### I/O nets highlighted

Scale bar: 20 um.
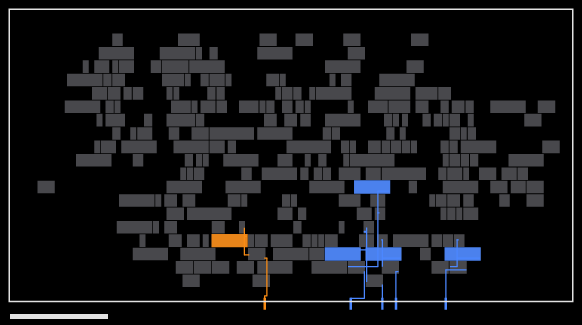
### Placement density heat map

Scale bar: 20 um. The die is cut into 11 by 6 equal tiles; black is low, pale yellow is high, 0 to 100% covered.
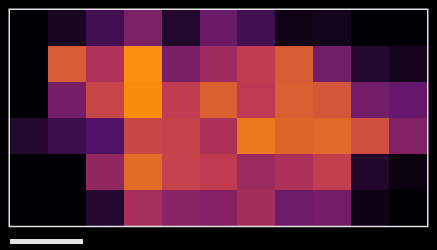
`src/rtl/ls20_self_test_controller_if.sv`:
```
// Signal bundle between the LS20 self-test controller and the requester / gate under test.
// The requester (master) drives start and the gate outputs; the controller (slave) drives the rest.
interface ls20_self_test_controller_if;
  logic       start;
  logic       busy;
  logic       done;
  logic       pass;
  logic       A1, B1, C1, D1;
  logic       A2, B2, C2, D2;
  logic       Y1, Y2;
  logic [4:0] err_cnt;
  logic [3:0] fail_vec;
  logic [1:0] fail_gate;

  modport master (
    output start, Y1, Y2,
    input  busy, done, pass, A1, B1, C1, D1, A2, B2, C2, D2,
    input  err_cnt, fail_vec, fail_gate
  );

  modport slave (
    input  start, Y1, Y2,
    output busy, done, pass, A1, B1, C1, D1, A2, B2, C2, D2,
    output err_cnt, fail_vec, fail_gate
  );
endinterface

```
`src/rtl/ls20_self_test_controller.sv`:
```
// Exhaustive self-test sequencer for a dual 4-input NAND (74LS20): sweeps all 16 codes,
// drives gate 1 with vec and gate 2 with ~vec, and checks Y1/Y2 after a settle window.
module ls20_self_test_controller #(
  parameter int SETTLE_CYCLES = 4,
  parameter int STOP_ON_FAIL  = 0
) (
  input  logic                          clk,
  input  logic                          reset,
  ls20_self_test_controller_if.slave    bus
);

  localparam logic [2:0] S_IDLE   = 3'd0;
  localparam logic [2:0] S_APPLY  = 3'd1;
  localparam logic [2:0] S_WAIT   = 3'd2;
  localparam logic [2:0] S_CHECK  = 3'd3;
  localparam logic [2:0] S_FINISH = 3'd4;

  localparam logic [7:0] SETTLE  = 8'(SETTLE_CYCLES);
  localparam logic [4:0] ERR_MAX = 5'd16;

  logic [2:0] state_q, state_d;
  logic [3:0] vec_q, vec_d;
  logic [7:0] cnt_q, cnt_d;
  logic [7:0] gin_q, gin_d;   // {A1,B1,C1,D1,A2,B2,C2,D2}
  logic       busy_q, busy_d;
  logic       done_q, done_d;
  logic       pass_q, pass_d;
  logic [4:0] err_cnt_q, err_cnt_d;
  logic [3:0] fail_vec_q, fail_vec_d;
  logic [1:0] fail_gate_q, fail_gate_d;

  logic       exp1, exp2;
  logic [1:0] mis;

  // exp2 is low only for vec=0, where gate 2 sees all ones
  assign exp1 = ~&vec_q;
  assign exp2 = ~&(~vec_q);
  assign mis  = {bus.Y2 != exp2, bus.Y1 != exp1};

  always_comb begin
    state_d     = state_q;
    vec_d       = vec_q;
    cnt_d       = cnt_q;
    gin_d       = gin_q;
    busy_d      = busy_q;
    done_d      = 1'b0;
    pass_d      = pass_q;
    err_cnt_d   = err_cnt_q;
    fail_vec_d  = fail_vec_q;
    fail_gate_d = fail_gate_q;

    case (state_q)
      S_IDLE: begin
        gin_d = {4'b0000, 4'b1111};
        if (bus.start) begin
          err_cnt_d   = '0;
          fail_vec_d  = '0;
          fail_gate_d = '0;
          pass_d      = 1'b0;
          vec_d       = '0;
          busy_d      = 1'b1;
          state_d     = S_APPLY;
        end
      end
      S_APPLY: begin
        gin_d   = {vec_q, ~vec_q};
        cnt_d   = SETTLE;
        state_d = (SETTLE == 8'd0) ? S_CHECK : S_WAIT;
      end
      S_WAIT: begin
        if (cnt_q <= 8'd1) state_d = S_CHECK;
        else               cnt_d   = cnt_q - 8'd1;
      end
      S_CHECK: begin
        if (mis != 2'b00) begin
          if (err_cnt_q != ERR_MAX) err_cnt_d = err_cnt_q + 5'd1;
          if (err_cnt_q == 5'd0) begin
            fail_vec_d  = vec_q;
            fail_gate_d = mis;
          end
        end
        if (vec_q == 4'hF || (STOP_ON_FAIL != 0 && mis != 2'b00)) begin
          busy_d  = 1'b0;
          state_d = S_FINISH;
        end else begin
          vec_d   = vec_q + 4'd1;
          state_d = S_APPLY;
        end
      end
      S_FINISH: begin
        done_d  = 1'b1;
        pass_d  = (err_cnt_q == 5'd0);
        busy_d  = 1'b0;
        state_d = S_IDLE;
      end
      default: state_d = S_IDLE;
    endcase
  end

  always_ff @(posedge clk) begin
    if (reset) begin
      state_q     <= S_IDLE;
      vec_q       <= '0;
      cnt_q       <= '0;
      gin_q       <= '0;
      busy_q      <= 1'b0;
      done_q      <= 1'b0;
      pass_q      <= 1'b0;
      err_cnt_q   <= '0;
      fail_vec_q  <= '0;
      fail_gate_q <= '0;
    end else begin
      state_q     <= state_d;
      vec_q       <= vec_d;
      cnt_q       <= cnt_d;
      gin_q       <= gin_d;
      busy_q      <= busy_d;
      done_q      <= done_d;
      pass_q      <= pass_d;
      err_cnt_q   <= err_cnt_d;
      fail_vec_q  <= fail_vec_d;
      fail_gate_q <= fail_gate_d;
    end
  end

  assign {bus.A1, bus.B1, bus.C1, bus.D1} = gin_q[7:4];
  assign {bus.A2, bus.B2, bus.C2, bus.D2} = gin_q[3:0];
  assign bus.busy      = busy_q;
  assign bus.done      = done_q;
  assign bus.pass      = pass_q;
  assign bus.err_cnt   = err_cnt_q;
  assign bus.fail_vec  = fail_vec_q;
  assign bus.fail_gate = fail_gate_q;

endmodule
```
`src/flat_wrapper.sv`:
```
// flat-port wrapper written by rule: the top's interface ports become plain ports
module ls20_self_test_controller_flat 
#(
  parameter int SETTLE_CYCLES = 4,
  parameter int STOP_ON_FAIL  = 0
)
  (clk, reset, bus_start, bus_Y1, bus_Y2, bus_busy, bus_done, bus_pass, bus_A1, bus_B1, bus_C1, bus_D1, bus_A2, bus_B2, bus_C2, bus_D2, bus_err_cnt, bus_fail_vec, bus_fail_gate);
  ls20_self_test_controller_if bus_i ();
  input  logic clk;
  input  logic reset;
  input wire logic [$bits(bus_i.start)-1:0] bus_start;
  input wire logic [$bits(bus_i.Y1)-1:0] bus_Y1;
  input wire logic [$bits(bus_i.Y2)-1:0] bus_Y2;
  output wire logic [$bits(bus_i.busy)-1:0] bus_busy;
  output wire logic [$bits(bus_i.done)-1:0] bus_done;
  output wire logic [$bits(bus_i.pass)-1:0] bus_pass;
  output wire logic [$bits(bus_i.A1)-1:0] bus_A1;
  output wire logic [$bits(bus_i.B1)-1:0] bus_B1;
  output wire logic [$bits(bus_i.C1)-1:0] bus_C1;
  output wire logic [$bits(bus_i.D1)-1:0] bus_D1;
  output wire logic [$bits(bus_i.A2)-1:0] bus_A2;
  output wire logic [$bits(bus_i.B2)-1:0] bus_B2;
  output wire logic [$bits(bus_i.C2)-1:0] bus_C2;
  output wire logic [$bits(bus_i.D2)-1:0] bus_D2;
  output wire logic [$bits(bus_i.err_cnt)-1:0] bus_err_cnt;
  output wire logic [$bits(bus_i.fail_vec)-1:0] bus_fail_vec;
  output wire logic [$bits(bus_i.fail_gate)-1:0] bus_fail_gate;
  assign bus_i.start = bus_start;
  assign bus_i.Y1 = bus_Y1;
  assign bus_i.Y2 = bus_Y2;
  assign bus_busy = bus_i.busy;
  assign bus_done = bus_i.done;
  assign bus_pass = bus_i.pass;
  assign bus_A1 = bus_i.A1;
  assign bus_B1 = bus_i.B1;
  assign bus_C1 = bus_i.C1;
  assign bus_D1 = bus_i.D1;
  assign bus_A2 = bus_i.A2;
  assign bus_B2 = bus_i.B2;
  assign bus_C2 = bus_i.C2;
  assign bus_D2 = bus_i.D2;
  assign bus_err_cnt = bus_i.err_cnt;
  assign bus_fail_vec = bus_i.fail_vec;
  assign bus_fail_gate = bus_i.fail_gate;
  ls20_self_test_controller #(.SETTLE_CYCLES(SETTLE_CYCLES), .STOP_ON_FAIL(STOP_ON_FAIL)) u_core (.clk(clk), .reset(reset), .bus(bus_i));
endmodule
```
`config.mk`:
```
export PLATFORM = sky130hd
export DESIGN_NAME = ls20_self_test_controller_flat
export DESIGN_NICKNAME = d
export VERILOG_FILES = /design/src/rtl/ls20_self_test_controller_if.sv /design/src/rtl/ls20_self_test_controller.sv /design/src/flat_wrapper.sv
export SDC_FILE = /design/constraint.sdc
export NUM_CORES = 1
export LEC_CHECK = 0
export CORE_ASPECT_RATIO = 0.5
export CORE_MARGIN = 2
export CORE_UTILIZATION = 30
export CTS_CLUSTER_DIAMETER = 50
export DETAILED_ROUTE_END_ITERATION = 10
export PLACE_DENSITY = 0.52
export SYNTH_ARGS = -nofsm -noshare
export SYNTH_HDL_FRONTEND = slang
export SYNTH_SLANG_ARGS = --single-unit
```
`constraint.sdc`:
```
create_clock -name clk -period 5.5 [get_ports clk]
set_input_delay 1.1 -clock clk [delete_from_list [all_inputs] [get_ports clk]]
set_output_delay 1.1 -clock clk [all_outputs]
set_load 0.01 [all_outputs]
```
==> changes_impl.md <==
## Implementation

* WP depth at 4
* Router iterations before antenna repair at 4
* Synth warn at 0
* Crit path max-delay family: buffers and inverters
* Dominant logic cell type in the layout: dfxtp_1
* Floorplan net count at 226
* Met1 Resource Use GR at 18.06%
* R2r startpoint: u_core.vec_q[0]
* Yosys reg bits at 37
* Hold endpoint: u_core.bus.fail_vec[2]
* CTS H-Tree Depth at 2
* Most area-hungry cell type in the Yosys netlist: dfxtp_1
* Metal3 WL at 136 um
* # setup viols final at 0
* Met3 Use GR at under 10%
* Crit-path cells: clkdlybuf4s50_1, buf_4, nor4b_1, o2bb2ai_1
* CTS Hold Buffers Added at 0
* TAP cells at ~73
* Die Area at 6750 um^2
* Dominant combinational family: simple AND/OR/NAND/NOR gates
* Asr flop ratio synth at 0%
* Congestion Overflow GR at 0
* Static leakage at 0.0007865 uW
* Main power-consuming group: registers
* Layout area overhead at 24.79%
* Routed met2 length at 1737 um
* Mean number of vias per cell at 5.035
* Final #Nets at 249
* Syn_area_per_cell at approximately 8.5 um^2
* Switch share at roughly 32%
* Top cells by area: dfxtp_1, nor2_1, xnor2_1, a21oi_1, ha_1
* Post-route ant nets at 0
* Comb group at 328 uW
* WP data arrival at between 3 and 4 ns
* Worst Hold Depth at 2
* Top Layout Cells: dfxtp_1, nor2_1, clkdlybuf4s50_1
* Post-synth EDFFs at 0
* Final WS setup at 2.686 ns
* WL met1 at ~2100 um
* AO/OA Area Share at between 10% and 20%
* Sequential share of power at a little under two fifths
* Post-synthesis cell count from yosys at 215
* Outcome: finished clean
* Total CTS buffers at 5
* CLK BUF at 8
Back to the opening pictures, 'I/O nets highlighted':
| colour | port | direction | end cells | buffers | wire |
|---|---|---|---|---|---|
| blue | `bus_fail_vec` | output | 4 | 4 | 84.9 um |
| orange | `bus_C2` | output | 1 | 1 | 16.1 um |

Back to the opening pictures, 'Placement density heat map':
emptiest ninth of the die: north-east
mean over tiles: 32%
tiles over 75% full: 1.5%

-- metrics by stage --
stage	util [%]	power (uW)	hold slack, ns	cell area (um^2)
4_1_cts	40.18	963.0	0.4703	2273
2_1_floorplan	-	621.5	0.4764	1822
3_5_place_dp	37.77	688.0	0.4605	2137
6_report	40.18	949.6	0.4715	2273
3_3_place_gp	37.77	682.9	0.4655	2137
5_1_grt	40.18	1023	0.5002	2273
-- sequential cells by signal, indices dropped and copies added, names as in the netlist --
signal	cells
u_core.gin_q	8
u_core.bus.err_cnt	5
u_core.bus.done	1
u_core.bus.busy	1
u_core.cnt_q	8
u_core.bus.pass	1
u_core.bus.fail_gate	2
u_core.state_q	3
u_core.bus.fail_vec	4
u_core.vec_q	4
Power figures rest on the tool's default switching activity, not on a simulated workload.
